<file path="src/rtl/ap_sat_accum.sv">
// ap_sat_accum: multi-lane saturating accumulator over framed streams of signed terms.
// Each lane sums the terms of one frame (first..last beats) in saturate or wrap mode.
// The result is held with a per-lane sticky overflow flag and a beat count until the
// downstream stage accepts it.
//
// Ports:
//   clk, rst_n             clock (rising edge), asynchronous active-low reset
//   in_valid / in_ready    input beat handshake
//   in_data                LANES packed signed terms, lane i = [i*BITLENGTH +: BITLENGTH]
//   in_first / in_last     frame delimiters for the current beat
//   mode_sat               1 = saturate, 0 = wrap; sampled on the first beat only
//   out_valid / out_ready  result handshake
//   out_data               per-lane sums, same packing as in_data
//   out_ovf                per-lane sticky overflow for the frame
//   out_count              beats in the frame, saturating at all-ones
module ap_sat_accum #(
  parameter int unsigned BITLENGTH = 16,
  parameter int unsigned LANES     = 4,
  parameter int unsigned CNT_W     = 8
) (
  input  logic                       clk,
  input  logic                       rst_n,
  input  logic                       in_valid,
  output logic                       in_ready,
  input  logic [LANES*BITLENGTH-1:0] in_data,
  input  logic                       in_first,
  input  logic                       in_last,
  input  logic                       mode_sat,
  output logic                       out_valid,
  input  logic                       out_ready,
  output logic [LANES*BITLENGTH-1:0] out_data,
  output logic [LANES-1:0]           out_ovf,
  output logic [CNT_W-1:0]           out_count
);

  localparam int unsigned DW  = LANES * BITLENGTH;
  localparam int unsigned MSB = BITLENGTH - 1;

  // Symmetric clamp values: the most-negative code is never produced by saturation.
  localparam logic [BITLENGTH-1:0] MAX_POS = {1'b0, {(BITLENGTH-1){1'b1}}};
  localparam logic [BITLENGTH-1:0] MAX_NEG = {1'b1, {(BITLENGTH-2){1'b0}}, 1'b1};

  typedef enum logic [1:0] {
    S_IDLE  = 2'd0,
    S_ACCUM = 2'd1,
    S_HOLD  = 2'd2
  } state_t;

  state_t             state_q, state_d;
  logic [DW-1:0]      acc_q, acc_d;
  logic [LANES-1:0]   ovf_q, ovf_d;
  logic [CNT_W-1:0]   cnt_q, cnt_d;
  logic               mode_q, mode_d;
  logic               in_ready_d;
  logic               out_valid_d;
  logic               load_out;

  logic               mode_use_c;
  logic [DW-1:0]      sum_c;
  logic [LANES-1:0]   lane_ovf_c;
  logic [BITLENGTH-1:0] op_a, op_b, op_t;

  // A first beat restarts from zero, so its own mode_sat applies to this add.
  assign mode_use_c = in_first ? mode_sat : mode_q;

  // Per-lane adder with overflow detect and optional symmetric clamp.
  always_comb begin
    sum_c      = '0;
    lane_ovf_c = '0;
    op_a       = '0;
    op_b       = '0;
    op_t       = '0;
    for (int i = 0; i < int'(LANES); i++) begin
      op_a = in_first ? '0 : acc_q[i*BITLENGTH +: BITLENGTH];
      op_b = in_data[i*BITLENGTH +: BITLENGTH];
      op_t = op_a + op_b;
      if ((op_a[MSB] == op_b[MSB]) && (op_t[MSB] != op_a[MSB])) begin
        lane_ovf_c[i] = 1'b1;
        if (mode_use_c) begin
          op_t = op_a[MSB] ? MAX_NEG : MAX_POS;
        end
      end
      sum_c[i*BITLENGTH +: BITLENGTH] = op_t;
    end
  end

  // State register.
  always_ff @(posedge clk or negedge rst_n) begin
    if (!rst_n) begin
      state_q <= S_IDLE;
    end else begin
      state_q <= state_d;
    end
  end

  // Next-state and next-value logic.
  always_comb begin
    state_d  = state_q;
    acc_d    = acc_q;
    ovf_d    = ovf_q;
    cnt_d    = cnt_q;
    mode_d   = mode_q;
    load_out = 1'b0;

    case (state_q)
      S_IDLE: begin
        if (in_valid && in_first) begin
          acc_d  = sum_c;
          ovf_d  = '0;
          cnt_d  = CNT_W'(1);
          mode_d = mode_sat;
          if (in_last) begin
            state_d  = S_HOLD;
            load_out = 1'b1;
          end else begin
            state_d = S_ACCUM;
          end
        end
      end
      S_ACCUM: begin
        if (in_valid) begin
          acc_d = sum_c;
          if (in_first) begin
            // Restart discards the partial frame.
            ovf_d  = '0;
            cnt_d  = CNT_W'(1);
            mode_d = mode_sat;
          end else begin
            ovf_d = ovf_q | lane_ovf_c;
            cnt_d = (cnt_q == {CNT_W{1'b1}}) ? cnt_q : cnt_q + CNT_W'(1);
          end
          if (in_last) begin
            state_d  = S_HOLD;
            load_out = 1'b1;
          end
        end
      end
      S_HOLD: begin
        if (out_ready) begin
          state_d = S_IDLE;
        end
      end
      default: begin
        state_d = S_IDLE;
      end
    endcase

    in_ready_d  = (state_d != S_HOLD);
    out_valid_d = (state_d == S_HOLD);
  end

  // Datapath and output registers.
  always_ff @(posedge clk or negedge rst_n) begin
    if (!rst_n) begin
      acc_q     <= '0;
      ovf_q     <= '0;
      cnt_q     <= '0;
      mode_q    <= 1'b0;
      in_ready  <= 1'b1;
      out_valid <= 1'b0;
      out_data  <= '0;
      out_ovf   <= '0;
      out_count <= '0;
    end else begin
      acc_q     <= acc_d;
      ovf_q     <= ovf_d;
      cnt_q     <= cnt_d;
      mode_q    <= mode_d;
      in_ready  <= in_ready_d;
      out_valid <= out_valid_d;
      if (load_out) begin
        out_data  <= acc_d;
        out_ovf   <= ovf_d;
        out_count <= cnt_d;
      end
    end
  end

endmodule
</file>
<file path="config.mk">
export PLATFORM = sky130hd
export DESIGN_NAME = ap_sat_accum
export DESIGN_NICKNAME = d
export VERILOG_FILES = /design/src/rtl/ap_sat_accum.sv
export SDC_FILE = /design/constraint.sdc
export NUM_CORES = 1
export LEC_CHECK = 0
export ABC_AREA = 0
export CAP_MARGIN = 20
export CORE_UTILIZATION = 55
export CTS_CLUSTER_DIAMETER = 200
export DETAILED_ROUTE_END_ITERATION = 10
export GPL_TIMING_DRIVEN = 0
export MAX_ROUTING_LAYER = met4
export PLACE_DENSITY_LB_ADDON = 0.1
export SLEW_MARGIN = 10
export SYNTH_ARGS = -nofsm -noshare
export SYNTH_HDL_FRONTEND = slang
export SYNTH_SLANG_ARGS = --single-unit
</file>
<file path="constraint.sdc">
create_clock -name clk -period 4.1 [get_ports clk]
set_input_delay 0.82 -clock clk [delete_from_list [all_inputs] [get_ports clk]]
set_output_delay 0.82 -clock clk [all_outputs]
set_load 0.02 [all_outputs]
</file>
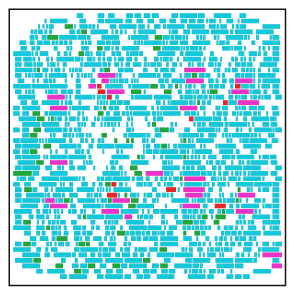
Fig. 1. Cell sizes after repair (run 1).
(2 px per um)
size	colour	cells
x1 and smaller	cyan	1198
x3 and x4	red	10
x6 and larger	magenta	27
x2	green	72

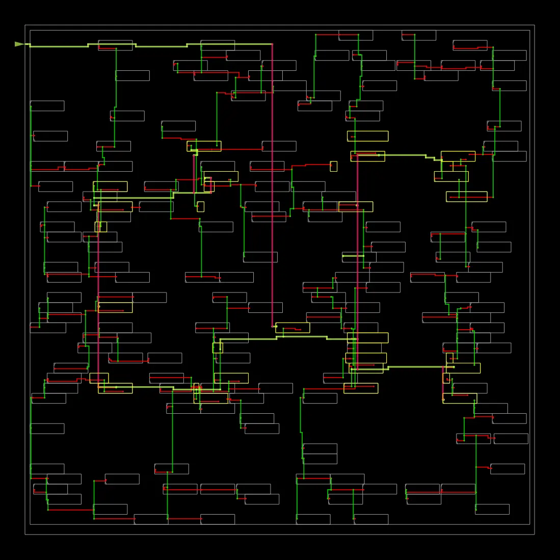
Fig. 2. Clock wiring as the flow saved it (run 1).
clock sink count: 157
clk_lat worst skew: 0.44 ns
clock buffers: 20

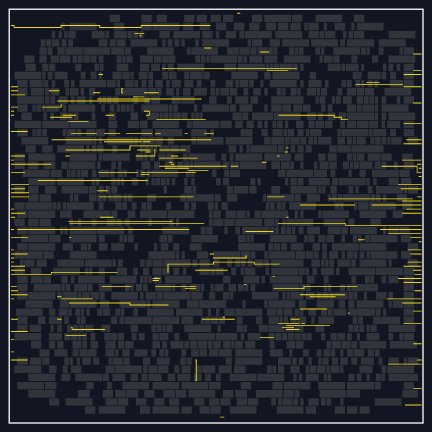
Fig. 3. Signal wires on met3 (run 1).
(3 px per um) Cells faint in the background.
wire length on this layer	1510 um
share of all routed wire	5.5%

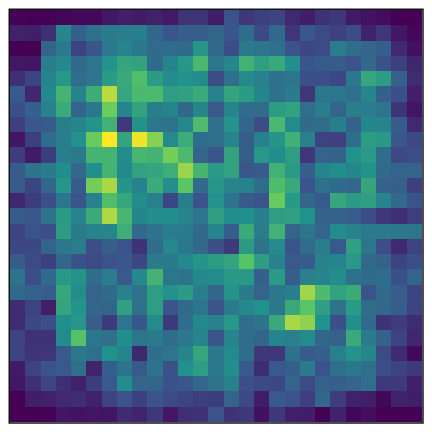
Fig. 4. Routed metal per tile (run 1).
(3 px per um) The die is cut into 27 by 27 equal tiles; dark purple is low, yellow is high, scaled to the fullest tile. Values are wire area over tile area, all layers added.
nearly empty tiles	2.5%
tiles over half the peak	20%
fullest tile	0.66
mean over tiles	0.23

==> flow_metrics.py, run 1 <==
# Physical implementation metrics
metrics = {
    "timing": {
        "max_freq_ghz": 0.262,
        "slew_headroom": 0.380,
        "hold_viol": 0,
    },
    "clock_tree": {
        "cts_buffers": 17,
        "clockBufferDepth": 2,
        "cts_tree": "done",
    },
    "logic_synthesis": {
        "ys_seq_share": 0.390,
        "fp_nets": 1264,
        "yosysCellCount": 1128,
        "syn_area_um2": 10100,
        "top_area_frac": 0.387,
        "aoi_share": 0.216,
        "ys_sh_mux": 0.0464,
        "async_reset_ff_frac": 1.00,
    },
    "detailed_routing": {
        "via_per_inst": 5.91,
        "ant_nets": 0,
        "drt_first_pass_iters": 7,
        "dr.first_iter.drc_count": 670,
    },
    "flow_run": {
        "warnings": 26,
    },
    "critical_path": {
        "cp_slowest_cell": "o21ai_0",
        "critPathArrivalTime_ns": 4.12,
        "max_stage_delay_ns": 0.54,
        "cp_top_family": "AND-OR/OR-AND gates",
        "worstSetupPathType": "primary input to flip-flop",
        "cp_num_buf_inv": 3,
        "r2r_slack_ns": 1.03,
        "path_cells": "buf_2 -> clkbuf_1 -> nor2b_1 -> ha_1 -> a21oi_2 -> o21ai_2 -> and2_1 -> buf_6 -> nor4_1 -> nor2_1 -> o21ai_0 -> o21ai_1",
    },
    "pwr": {
        "ir_worst_vdd_uv": 398,
        "power_mw": 7.75,
    },
    "cells_and_area": {
        "design_area_um2": 12500,
        "final_util": 0.696,
        "drive_gt1_frac": 0.0834,
        "final_cell_mix": "156 x dfrtp_1, 146 x clkdlybuf4s50_1, 138 x nand2_1",
        "final_nets": 1430,
        "nFillCells": 1470,
        "layout.cells.non_filler": 1536,
        "layout_top_cell": "dfrtp_1",
    },
    "placement": {
        "port_buffers": 147,
        "dp_hpwl_um": 19900,
    },
    "run_status": {
        "status": "complete, no violations",
    },
    "die": {
        "rows": 49,
    },
    "grt": {
        "antenna_found_initial": 0,
    },
}
[run 1: worst max-delay path by stage]
stage                         from           end  slack (ns)  depth (start not counted)
after floorplan           in_first  out_data[44]        0.33                         12
after global placement       rst_n  out_data[30]       -4.27                          1
after detailed placement  in_first  out_data[40]       -0.65                         13
after CTS                 in_first  out_data[24]       0.004                         13
after global routing      in_first  out_data[40]        0.08                         12
final                     in_first  out_data[24]        0.28                         12
[run 1: registers in the layout, indices dropped and copies added (netlist names)]
register,count
ovf_q,4
in_ready,1
out_valid,1
out_ovf,4
cnt_q,8
out_data,64
acc_q,64
mode_q,1
state_q,2
out_count,8
[run 1: routing by layer]
layer / part of all wire / track usage / vias up / routed length, um
li1: - / - / 4380 / -
met1: 0.45 / 0.405 / 4381 / 12500
met4: 0.025 / 0.114 / 0 / 694
met3: 0.055 / 0.0578 / 50 / 1510
met5: 0 / - / - / 0
met2: 0.47 / 0.484 / 263 / 12800
[run 1: final cells by class]
type	instances	area (um^2)	share of cell area
buffer	48	230	0.0184
clock buffer	20	447	0.0357
clock inverter	12	169	0.0135
inverter	23	86.3	0.00691
multi-input combinational	899	5840	0.468
sequential	157	3930	0.315
tap	229	287	0.0229
timing repair buffer	148	1500	0.120
[run 1: timing repair]
item                       CTS  global route
hold endpoints to repair     0             0
setup endpoints to repair   43            83
resized                      5             0
[run 1: cell families after synthesis]
logic type,Yosys count
AND/OR/NAND/NOR,412
AND-OR/OR-AND,343
buffers and inverters,72
adder cells (fa/ha/maj),65
flip-flops,157
multiplexers,42
XOR/XNOR,37
[run 1: power by group]
group / internal (mW) / switching, mW / total (mW)
logic: 1.66 / 1.98 / 3.64
clock network: 1.03 / 0.650 / 1.68
registers: 2.11 / 0.316 / 2.42
==> run 1 -> run 2 <==
Settings changed: CAP_MARGIN 20 to default, PLACE_DENSITY from default to 0.81, PLACE_DENSITY_LB_ADDON 0.1 to default.
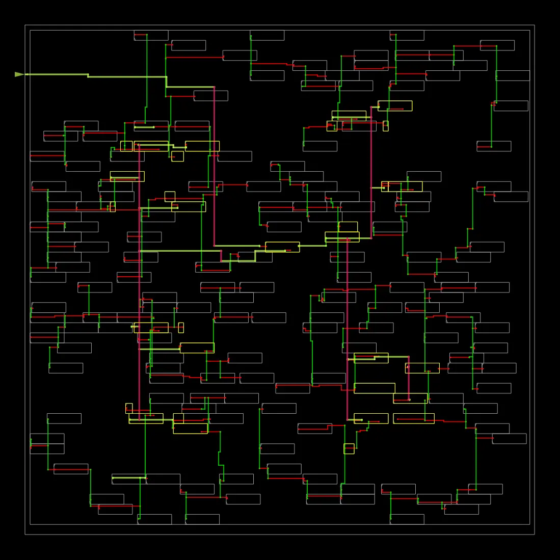
Fig. 5. Clock wiring as the flow saved it (run 2).
Num CTS Buffers: 17
Final Skew: 0.00794 ns
clock buffers: 21
seq_cells: 157
clk_lat worst skew: 0.43 ns

==> run 2 against run 1 <==
Maximum frequency increased by 0.93%. Worst setup slack improved by 0.035 ns. Cell area decreased by 0.30%. Register-to-register slack got worse by 0.14 ns. Total power decreased by 0.91%. Non-clock buffer count unchanged. Clock-buffer cell count increased by 1. First-iteration DRC count increased by 9.7%. Critical endpoint is now acc_q[2]. Largest cell class unchanged. Largest power group unchanged. Highest routed layer unchanged.
==> flow_metrics.py, run 2 <==
# Physical implementation metrics
metrics = {
    "die": {
        "rows": 49,
        "initCoreUtil": 0.562,
    },
    "cells_and_area": {
        "layout.cells.non_filler": 1536,
        "final_cell_mix": "156 x dfrtp_1, 146 x clkdlybuf4s50_1, 138 x nand2_1",
        "design_area_um2": 12500,
        "final_util": 0.694,
        "drive_gt1_frac": 0.0835,
        "regArea_um2": 3930,
        "layout_top_cell": "dfrtp_1",
        "logic_area_um2": 5850,
        "nFillCells": 1433,
        "final_nets": 1430,
        "top_regs": "acc_q x64, out_data x64",
    },
    "timing": {
        "hold_viol": 0,
        "max_freq_ghz": 0.264,
        "slew_headroom": 0.407,
    },
    "critical_path": {
        "path_cells": "buf_2 -> clkbuf_1 -> nor2b_1 -> ha_1 -> a2111o_1 -> o2111ai_1 -> a211oi_1 -> nand2b_1 -> buf_4 -> o21ai_0 -> clkbuf_2 -> o21ai_0",
        "worstSetupPathType": "primary input to flip-flop",
        "cp_slowest_cell": "o21ai_0",
        "critPathLaunchType": "primary input",
        "r2r_slack_ns": 0.89,
        "timing.rr.end": "out_data[55]",
        "max_stage_delay_ns": 0.50,
        "critPathArrivalTime_ns": 4.09,
    },
    "clock_tree": {
        "cts.sinks": 157,
        "cts_tree": "done",
        "clockBufferDepth": 2,
    },
    "logic_synthesis": {
        "yosysCellCount": 1128,
        "top_area_frac": 0.387,
        "syn_area_um2": 10100,
        "ys_warn_count": 0,
        "async_reset_ff_frac": 1.00,
        "ys_seq_share": 0.390,
        "fp_nets": 1264,
    },
    "pwr": {
        "power_mw": 7.68,
    },
    "detailed_routing": {
        "ant_nets": 0,
        "dr.first_iter.drc_count": 735,
        "via_per_inst": 6.04,
        "drt_first_pass_iters": 6,
    },
    "grt": {
        "grt_overflow_total": 0,
        "antenna_found_initial": 1,
    },
    "placement": {
        "placed_cells": 1505,
        "port_buffers": 147,
    },
    "flow_run": {
        "warnings": 26,
    },
    "run_status": {
        "status": "complete, no violations",
    },
}
-- run 2: cell counts after synthesis --
No cell type changed its count.
-- run 2: final cells by class --
cell class	instances	share of cell area
antenna	1	0.000201
buffer	48	0.0186
clock buffer	21	0.0362
clock inverter	10	0.00944
inverter	23	0.00693
multi-input combinational	899	0.470
sequential	157	0.315
tap	229	0.0230
timing repair buffer	148	0.121
-- run 2: kinds of logic (layout without fill, tap and decap cells) --
family          count (synthesis)  in the layout  synth area share
flops                         157            157             0.390
simple gates                  412            412             0.201
fa+ha+maj                      65             65            0.0836
other cells                     0              1                 0
xor+xnor                       37             37            0.0321
compound gates                343            343             0.216
mux                            42             42            0.0464
buf+inv                        72            250            0.0311
-- run 2: power breakdown --
group	total (mW)	leakage [nW]	switching, mW	internal, mW
combinational	3.67	3.33	2.00	1.67
sequential	2.43	1.99	0.323	2.11
clock	1.57	0.265	0.666	0.908
total	7.68	5.58	2.99	4.68
-- run 2: critical path: cells and delay by family --
family | cells | cell delay, ns
buffers and inverters | 4 | 1.31
AOI/OAI and AO/OA | 5 | 1.29
adders and majority gates | 1 | 0.35
and+or+nand+nor | 2 | 0.31
-- run 2: worst max path at each step --
stage	depth (start not counted)	startpoint	end
finish	12	in_first	acc_q[2]
global route	12	in_first	acc_q[55]
CTS	13	in_first	acc_q[2]
detailed placement	14	in_first	acc_q[9]
global placement	1	rst_n	out_data[28]
floorplan	12	in_first	out_data[44]
-- run 2: layer usage --
metal,share of wire,up-vias,GRT usage
met3,0.061,77,0.0486
met4,0.034,0,0.128
met2,0.45,345,0.497
li1,-,4394,-
met1,0.45,4464,0.421
met5,0,-,-
-- run 2: repair_timing --
item,CTS,global route
endpoints found under the setup margin,46,91
gates resized,8,0
cloned,0,0
==> run 2 -> run 3 <==
Settings changed: ABC_AREA 0 to default, TNS_END_PERCENT from default to 50.
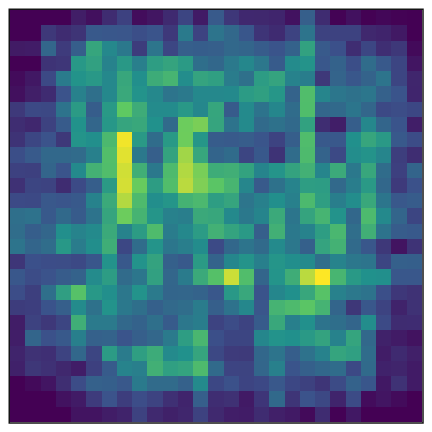
Fig. 6. Routed metal per tile (run 3).
(3 px per um) The die is cut into 27 by 27 equal tiles; dark purple is low, yellow is high, scaled to the fullest tile. Values are wire area over tile area, all layers added.
mean over tiles	0.25
tiles over half the peak	24%
fullest tile	0.70
nearly empty tiles	3.8%
densest ninth of the die	middle
via count: 9280
post-DR wirelength/cell: 18.6 um

==> run 3 against run 2 <==
Sequential share of layout area unchanged. Worst setup slack is the same. Cell count unchanged. Die size did not move. Flip-flop count unchanged. Hold slack unchanged. Total power unchanged. Largest power group unchanged.
==> flow_metrics.py, run 3 <==
# Physical implementation metrics
metrics = {
    "run_status": {
        "status": "complete, no violations",
    },
    "critical_path": {
        "path_depth": 12,
        "cp_slowest_cell": "o21ai_0",
        "cp_num_buf_inv": 4,
        "timing.rr.end": "out_data[55]",
        "r2r_slack_ns": 0.89,
        "worstSetupPathType": "primary input to flip-flop",
        "path_cells": "buf_2 -> clkbuf_1 -> nor2b_1 -> ha_1 -> a2111o_1 -> o2111ai_1 -> a211oi_1 -> nand2b_1 -> buf_4 -> o21ai_0 -> clkbuf_2 -> o21ai_0",
        "startpoint": "in_first",
        "critPathArrivalTime_ns": 4.09,
        "cp_top_family": "buffers and inverters",
        "max_stage_delay_ns": 0.50,
        "crit_path_end": "acc_q[2]",
        "critPathLaunchType": "primary input",
    },
    "logic_synthesis": {
        "fp_nets": 1264,
        "syn_area_um2": 10100,
        "yosysCellCount": 1128,
        "top_area_frac": 0.387,
        "topCellsByArea": "dfrtp_1 39%, ha_1 7.6%, nand2_1 5.1%, a21oi_1 4.0%, nor2b_1 3.8%",
        "ys_warn_count": 0,
        "async_reset_ff_frac": 1.00,
    },
    "die": {
        "rows": 49,
        "initCoreUtil": 0.562,
    },
    "pwr": {
        "pwr-share-comb": 0.478,
        "seqPwrFrac": 0.317,
        "ir_worst_vdd_uv": 343,
        "p_clk_frac": 0.205,
        "p_sw_mw": 2.99,
        "power_mw": 7.68,
    },
    "clock_tree": {
        "cts_tree": "done",
        "clk_latency_ns": 0.43,
        "cts_buffers": 17,
        "cts.sinks": 157,
    },
    "detailed_routing": {
        "ant_nets": 0,
        "drt_first_pass_iters": 6,
        "via_per_inst": 6.04,
    },
    "timing": {
        "max_freq_ghz": 0.264,
        "skew_ns": 0.00794,
        "hold_viol": 0,
        "tightestPinTransition_ns": 0.889,
        "slew_headroom": 0.407,
    },
    "placement": {
        "dp_hpwl_um": 20600,
        "port_buffers": 147,
    },
    "grt": {
        "grt_overflow_total": 0,
    },
    "cells_and_area": {
        "drive_gt1_frac": 0.0835,
        "final_cell_mix": "156 x dfrtp_1, 146 x clkdlybuf4s50_1, 138 x nand2_1",
        "layout_top_cell": "dfrtp_1",
        "nFillCells": 1433,
        "top_regs": "acc_q x64, out_data x64",
    },
    "flow_run": {
        "warnings": 26,
    },
}
-- run 3: cell counts after synthesis --
Identical to the previous run, type by type.
-- run 3: kinds of logic after synthesis --
family / synth area share
flip-flops: 0.390
AND-OR/OR-AND: 0.216
XOR/XNOR: 0.0321
AND/OR/NAND/NOR: 0.201
adder cells (fa/ha/maj): 0.0836
buffers and inverters: 0.0311
multiplexers: 0.0464
-- run 3: cell type report --
class / count / area [um^2] / share of cell area
antenna: 1 / 2.50 / 0.000201
tap: 229 / 287 / 0.0230
buffer: 48 / 231 / 0.0186
inverter: 23 / 86.3 / 0.00693
clock inverter: 10 / 118 / 0.00944
clock buffer: 21 / 450 / 0.0362
sequential: 157 / 3930 / 0.315
timing repair buffer: 148 / 1500 / 0.121
multi-input combinational: 899 / 5850 / 0.470
-- run 3: per-stage QoR --
step / setup TNS, ns / std cells / area [um^2] / hold WS [ns] / util
2_1_floorplan: 0 / 1128 / 10100 / 0.431 / -
3_3_place_gp: -693.19 / 1504 / 11800 / 0.444 / 0.659
3_5_place_dp: -48.05 / 1505 / 11900 / 0.449 / 0.661
4_1_cts: 0 / 1536 / 12500 / 0.356 / 0.694
5_1_grt: 0 / 1536 / 12500 / 0.384 / 0.694
6_report: 0 / 1536 / 12500 / 0.327 / 0.694
-- run 3: power groups by stage --
stage	sequential (mW)	combinational [mW]	clock, mW
2_1_floorplan	2.67	2.20	0
3_3_place_gp	2.43	3.52	0
3_5_place_dp	2.44	3.61	0
4_1_cts	2.43	3.65	1.57
5_1_grt	2.50	4.02	1.64
6_report	2.43	3.67	1.57
-- run 3: routing by layer --
metal  wire length (um)  vias up  global-route usage
met3               1750       77              0.0486
met2              13000      345               0.497
met1              12900     4464               0.421
met4                961        0               0.128
li1                   -     4394                   -
met5                  0        -                   -
No activity file was given, so power comes from the tool's default toggle rates.
